**src/rtl/seq_pkg.sv**
```systemverilog
// Shared types for the sequence-detector slice: serializer state encoding
// and the default serial word length.
package seq_pkg;

  typedef enum logic {IDLE, SHIFT} ser_state_t;

  localparam int SEQ_DEFAULT_WIDTH = 8;

endpackage

```
**src/rtl/seq_serializer.sv**
```systemverilog
// Parallel-to-serial front end: WIDTH-bit words in over valid/ready, out MSB-first
// on x, one bit per clock, with a one-word holding register for gapless streaming.
module seq_serializer
  import seq_pkg::*;
#(
  parameter int WIDTH = SEQ_DEFAULT_WIDTH
) (
  input  logic             clk,
  input  logic             clear,
  input  logic [WIDTH-1:0] din,
  input  logic             din_valid,
  output logic             din_ready,
  output logic             x,
  output logic             x_valid,
  output logic             busy
);

  localparam int CW = $clog2(WIDTH);
  localparam logic [CW-1:0] LAST = CW'(WIDTH - 1);

  ser_state_t       state, state_n;
  logic [WIDTH-1:0] sreg, sreg_n;
  logic [WIDTH-1:0] hold, hold_n;
  logic [CW-1:0]    cnt, cnt_n;
  logic             hold_full, hold_full_n;
  logic             accept;

  always_ff @(posedge clk or negedge clear) begin
    if (!clear) begin
      state     <= IDLE;
      sreg      <= '0;
      hold      <= '0;
      cnt       <= '0;
      hold_full <= 1'b0;
    end else begin
      state     <= state_n;
      sreg      <= sreg_n;
      hold      <= hold_n;
      cnt       <= cnt_n;
      hold_full <= hold_full_n;
    end
  end

  assign accept = din_valid & din_ready;

  // On the last bit a held word takes priority; only with hold empty can a
  // freshly offered word bypass straight into the shift register.
  always_comb begin
    state_n     = state;
    sreg_n      = sreg;
    hold_n      = hold;
    cnt_n       = cnt;
    hold_full_n = hold_full;
    unique case (state)
      IDLE: begin
        if (accept) begin
          sreg_n  = din;
          cnt_n   = '0;
          state_n = SHIFT;
        end
      end
      SHIFT: begin
        if (cnt != LAST) begin
          sreg_n = sreg << 1;
          cnt_n  = cnt + CW'(1);
          if (accept) begin
            hold_n      = din;
            hold_full_n = 1'b1;
          end
        end else if (hold_full) begin
          sreg_n      = hold;
          hold_full_n = 1'b0;
          cnt_n       = '0;
        end else if (accept) begin
          sreg_n = din;
          cnt_n  = '0;
        end else begin
          state_n = IDLE;
        end
      end
      default: state_n = IDLE;
    endcase
  end

  // Detectors sample x every clock, so it must read 0 outside a word.
  assign x         = (state == SHIFT) & sreg[WIDTH-1];
  assign x_valid   = (state == SHIFT);
  assign din_ready = ~hold_full;
  assign busy      = (state == SHIFT) | hold_full;

endmodule

```
**config.mk**
```make
export PLATFORM = sky130hd
export DESIGN_NAME = seq_serializer
export DESIGN_NICKNAME = d
export VERILOG_FILES = /design/src/rtl/seq_pkg.sv /design/src/rtl/seq_serializer.sv
export SDC_FILE = /design/constraint.sdc
export NUM_CORES = 1
export LEC_CHECK = 0
export ABC_AREA = 1
export CAP_MARGIN = 15
export CORE_MARGIN = 2
export CORE_UTILIZATION = 45
export DETAILED_ROUTE_END_ITERATION = 10
export MAX_ROUTING_LAYER = met4
export PLACE_DENSITY = 0.77
export REMOVE_ABC_BUFFERS = 1
export SYNTH_ARGS = -nofsm -noshare
export SYNTH_HDL_FRONTEND = slang
export SYNTH_SLANG_ARGS = --single-unit
export TNS_END_PERCENT = 1
```
**constraint.sdc**
```tcl
create_clock -name clk -period 1.6 [get_ports clk]
set_input_delay 0.24 -clock clk [delete_from_list [all_inputs] [get_ports clk]]
set_output_delay 0.24 -clock clk [all_outputs]
set_load 0.05 [all_outputs]
```
### Drive-strength map, run 1

(10 px per um)
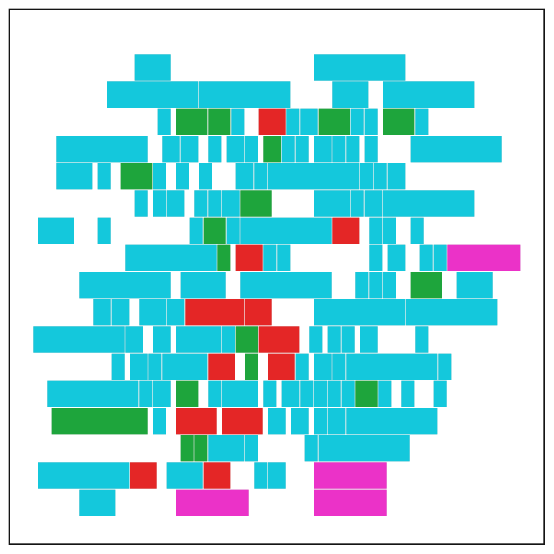
Green shows _2 cells, cells 17, most used o21ai_2. Cyan shows _0 and _1 cells, cells 123, most used nand2_1. Magenta shows _6 and larger, cells 4, most used buf_12. Red shows _3 and _4 cells, cells 12, most used buf_4.
area grow syn2layout: 24.7%
final instance area: 1370 um^2

### Signal wires on met2, run 1

(4 px per um) Cells faint in the background.
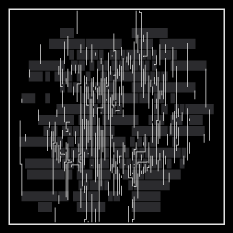
144 nets have wire on it. The longest straight run is 21.4 um. The wires run mostly vertical. The layer carries 1,010 um of wire.
DRT Wirelength: 2170 um
GRT met2 Usage: 0.296
via count: 939

==> results.txt, run 1 <==
CTS Buf Count - 3
setup TNS - 0 ns
vias per cell - 5.10
Die Size - 2850 um^2
Power Dens Cells - 1660 nW/um^2
Top cells excl fill/tap - nand2_1, dfrtp_1, inv_1, nand3_1, clkdlybuf4s50_1
Placed Cells - 180
Levels on crit path - 3
fill count - 196
sequential cell area share - 0.386
pre-CTS setup slack - 0.101 ns
Slew @ Worst Pin - 0.291 ns
Commonest cells post-synth - nand2_1, dfrtp_1, inv_1
Peak Freq - 668 MHz
Worst Path Required - 1.36 ns
most frequent logic cell in the layout - nand2_1
DRT Pass-1 Iters - 4
DRC violations left - 0
FF-to-FF Start - cnt[0]$_DFF_PN0_
status - completed
hold buffer count at CTS - 0
CP Cell Sequence - inv_2 -> nand2_1 -> buf_12
Layout Nets - 171
CTS root buf - clkbuf_4
Placer Congestion - 0.864
Cell Type Count - 18
Comb gate area - 480 um^2
Setup Buffers After CTS - 0
cells after synthesis - 135
Overflow after GRT - 0
Crit Path Class - reg -> out
core area - 2250 um^2
buffering overhead - 0.159
antenna violations before repair - 0
setup violators final - 0
most used flip-flop cell - dfrtp_1
maximum VDD drop - 1.11 mV
Logic Gate Count - 91
CP endpoint kind - output port
hpwl dp - 1630 um
Max-Cap Viols - 0
CP max-delay cell - dfrtp_1
num ports - 15
R2R setup slack - 0.11 ns
CLK BUF - 3
Clock Path Buffers - 2
worst path buffer plus inverter count - 2
largest net degree at the start of global routing - 22
max incr delay on CP - 0.50 ns
Non-CTS buffers - 19
LEAKAGE - 0.721 nW
wire length per cell - 11.8 um
num rows - 17
FFs w/ async S/R, synth - 1.00
Worst Skew - 0.000873 ns
Top Registers - hold: 8 flops, sreg: 8 flops, cnt: 3 flops
Main area contributors - dfrtp_1, nand2_1, nand3_1
Seq cells - 21
top-count cell post-synth - nand2_1
n_diodes - 0
Rel. slew slack - 0.806
largest area contributor in the netlist - dfrtp_1
cts repair resizes - 1
R2R depth - 8
worst setup path endpoint - busy
Post-synth EDFFs - 0
final hold violations - 0
Tot Pwr - 2.26 mW
Final period util - 0.935
number of global-route vias before repair - 896
max-slew violation count - 0
### Track usage over the die, run 1

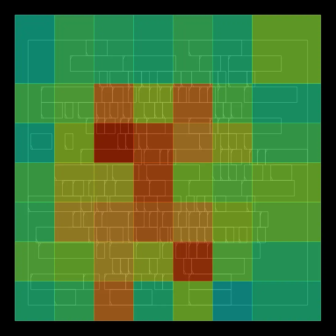
Core Util, Final: 0.606
gr busiest metal: met2
GRT Resource Usage Total: 0.198
met1 usage: 0.265
met3 usage: 0.0339

-- run 1: metal layers --
layer,global-route usage,share of wire
met2,0.296,0.46
met5,-,0
met4,0.0812,0.018
met1,0.265,0.47
met3,0.0339,0.045
-- run 1: where the power goes --
group          total [mW]  switching (mW)  leakage (nW)  internal, mW
Clock               0.257           0.164        0.0177        0.0934
Combinational        1.10           0.639         0.443         0.461
Sequential          0.907           0.155         0.261         0.752
Total                2.26           0.958         0.721          1.31
-- run 1: kinds of logic (layout without fill, tap and decap cells) --
family                     Yosys count  after routing  share of synthesized area
adders and majority gates            3              3                     0.0343
AOI/OAI and AO/OA                   17             17                      0.104
DFF                                 21             21                      0.479
and+or+nand+nor                     71             71                      0.293
buffers and inverters               23             44                     0.0890
### The metal 3 layer, run 1

(4 px per um)
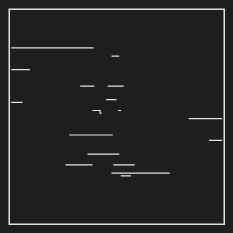

--- run 2 (diff from run 1) ---
REMOVE_ABC_BUFFERS = default   (was 1)
### The metal 3 layer, run 2

(4 px per um)
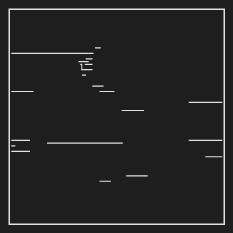
The layer holds 4.8% of the routed length. The longest straight run is 20.2 um. 15 nets have wire on it. The layer carries 104 um of wire.
met3 usage: 0.0452
via count: 936

==> run 2 against run 1 <==
  * Non-clock buffer count shrank 1
  * Synthesized area is the same
  * Utilization shrank 0.72 points
  * Cell count shrank 0.54%
  * Via count shrank 0.32%
  * Clock skew is essentially flat
  * Register-to-register slack is essentially flat
  * Count of clock-buffer cells in the layout grew 1
  * Total power shrank 0.58%
  * Critical path depth is the same
==> results.txt, run 2 <==
yosys adder share - 0.0342
LEAKAGE - 0.713 nW
area grow syn2layout - 23.2%
Main logic family - simple AND/OR/NAND/NOR gates
Tot Pwr - 2.25 mW
CTS Buf Count - 3
cells after synthesis - 135
max-slew violation count - 0
Max-Cap Viols - 0
number of global-route vias before repair - 878
GRT met2 Usage - 0.294
CTS root buf - clkbuf_4
Top cells excl fill/tap - nand2_1, dfrtp_1, inv_1, nand3_1, clkdlybuf4s50_1
core area - 2250 um^2
Commonest cells post-synth - nand2_1, dfrtp_1, inv_1
hpwl dp - 1550 um
DRT Pass-1 Iters - 4
setup violators final - 0
wire length on met3 - 103 um
most frequent logic cell in the layout - nand2_1
status - completed
worst setup path endpoint - busy
Worst Skew - 0.00124 ns
Synth Area in XOR/XNOR - 0
wire length per cell - 11.7 um
antenna violations before repair - 0
vias per cell - 5.11
R2R depth - 8
Placer Congestion - 0.829
cts repair resizes - 0
met2 wire length - 995 um
R2R setup slack - 0.12 ns
hold buffer count at CTS - 0
CP endpoint kind - output port
DRC violations left - 0
top-count cell post-synth - nand2_1
Rel. slew slack - 0.760
Clock Path Buffers - 2
num rows - 17
largest area contributor in the netlist - dfrtp_1
Top Registers - hold: 8 flops, sreg: 8 flops, cnt: 3 flops
most used flip-flop cell - dfrtp_1
Crit Path Class - reg -> out
maximum VDD drop - 0.925 mV
FF-to-FF Start - cnt[0]$_DFF_PN0_
num ports - 15
gr busiest metal - met2
### Selected gate families, run 2

(10 px per um)
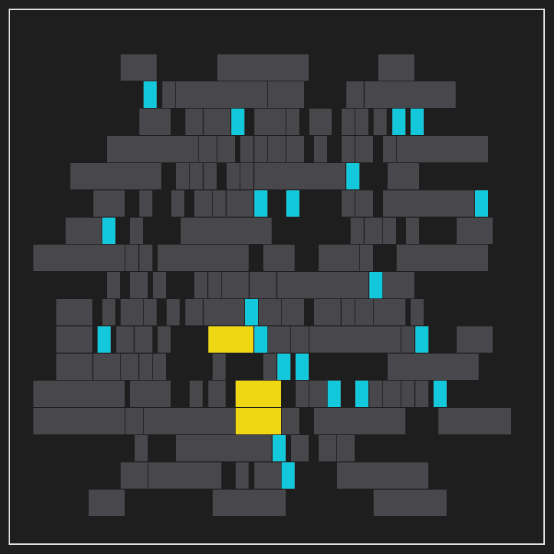
Cyan shows inverters, cells 21. Yellow shows adder and majority cells, cells 3.
Final Non-Filler Cells: 183
multi-input combinational area share: 0.350

-- run 2: cell counts after synthesis --
No cell type changed its count.
-- run 2: logic make-up after synthesis --
kind of cell	Yosys count
AND-OR/OR-AND	17
adder cells (fa/ha/maj)	3
AND/OR/NAND/NOR	71
flip-flops	21
buffers and inverters	23
-- run 2: cell type report --
class	count	area, um^2
inverters	21	78.8
multi-input cells	91	473
repair buffers	18	210
well taps	28	35.0
flip-flops and latches	21	527
fillers	220	905
clock buffers	4	26.3
-- run 2: worst max-delay path: stages (launching register included) --
cell	delay (ns)
dfrtp_1	0.49
inv_2	0.18
nand2_1	0.11
buf_12	0.16
-- run 2: power by group --
group          leakage (nW)  internal [mW]  switching (mW)
Combinational         0.437          0.452           0.630
Clock                0.0150         0.0977           0.169
Sequential            0.261          0.752           0.151
Power and IR drop assume default switching activity.
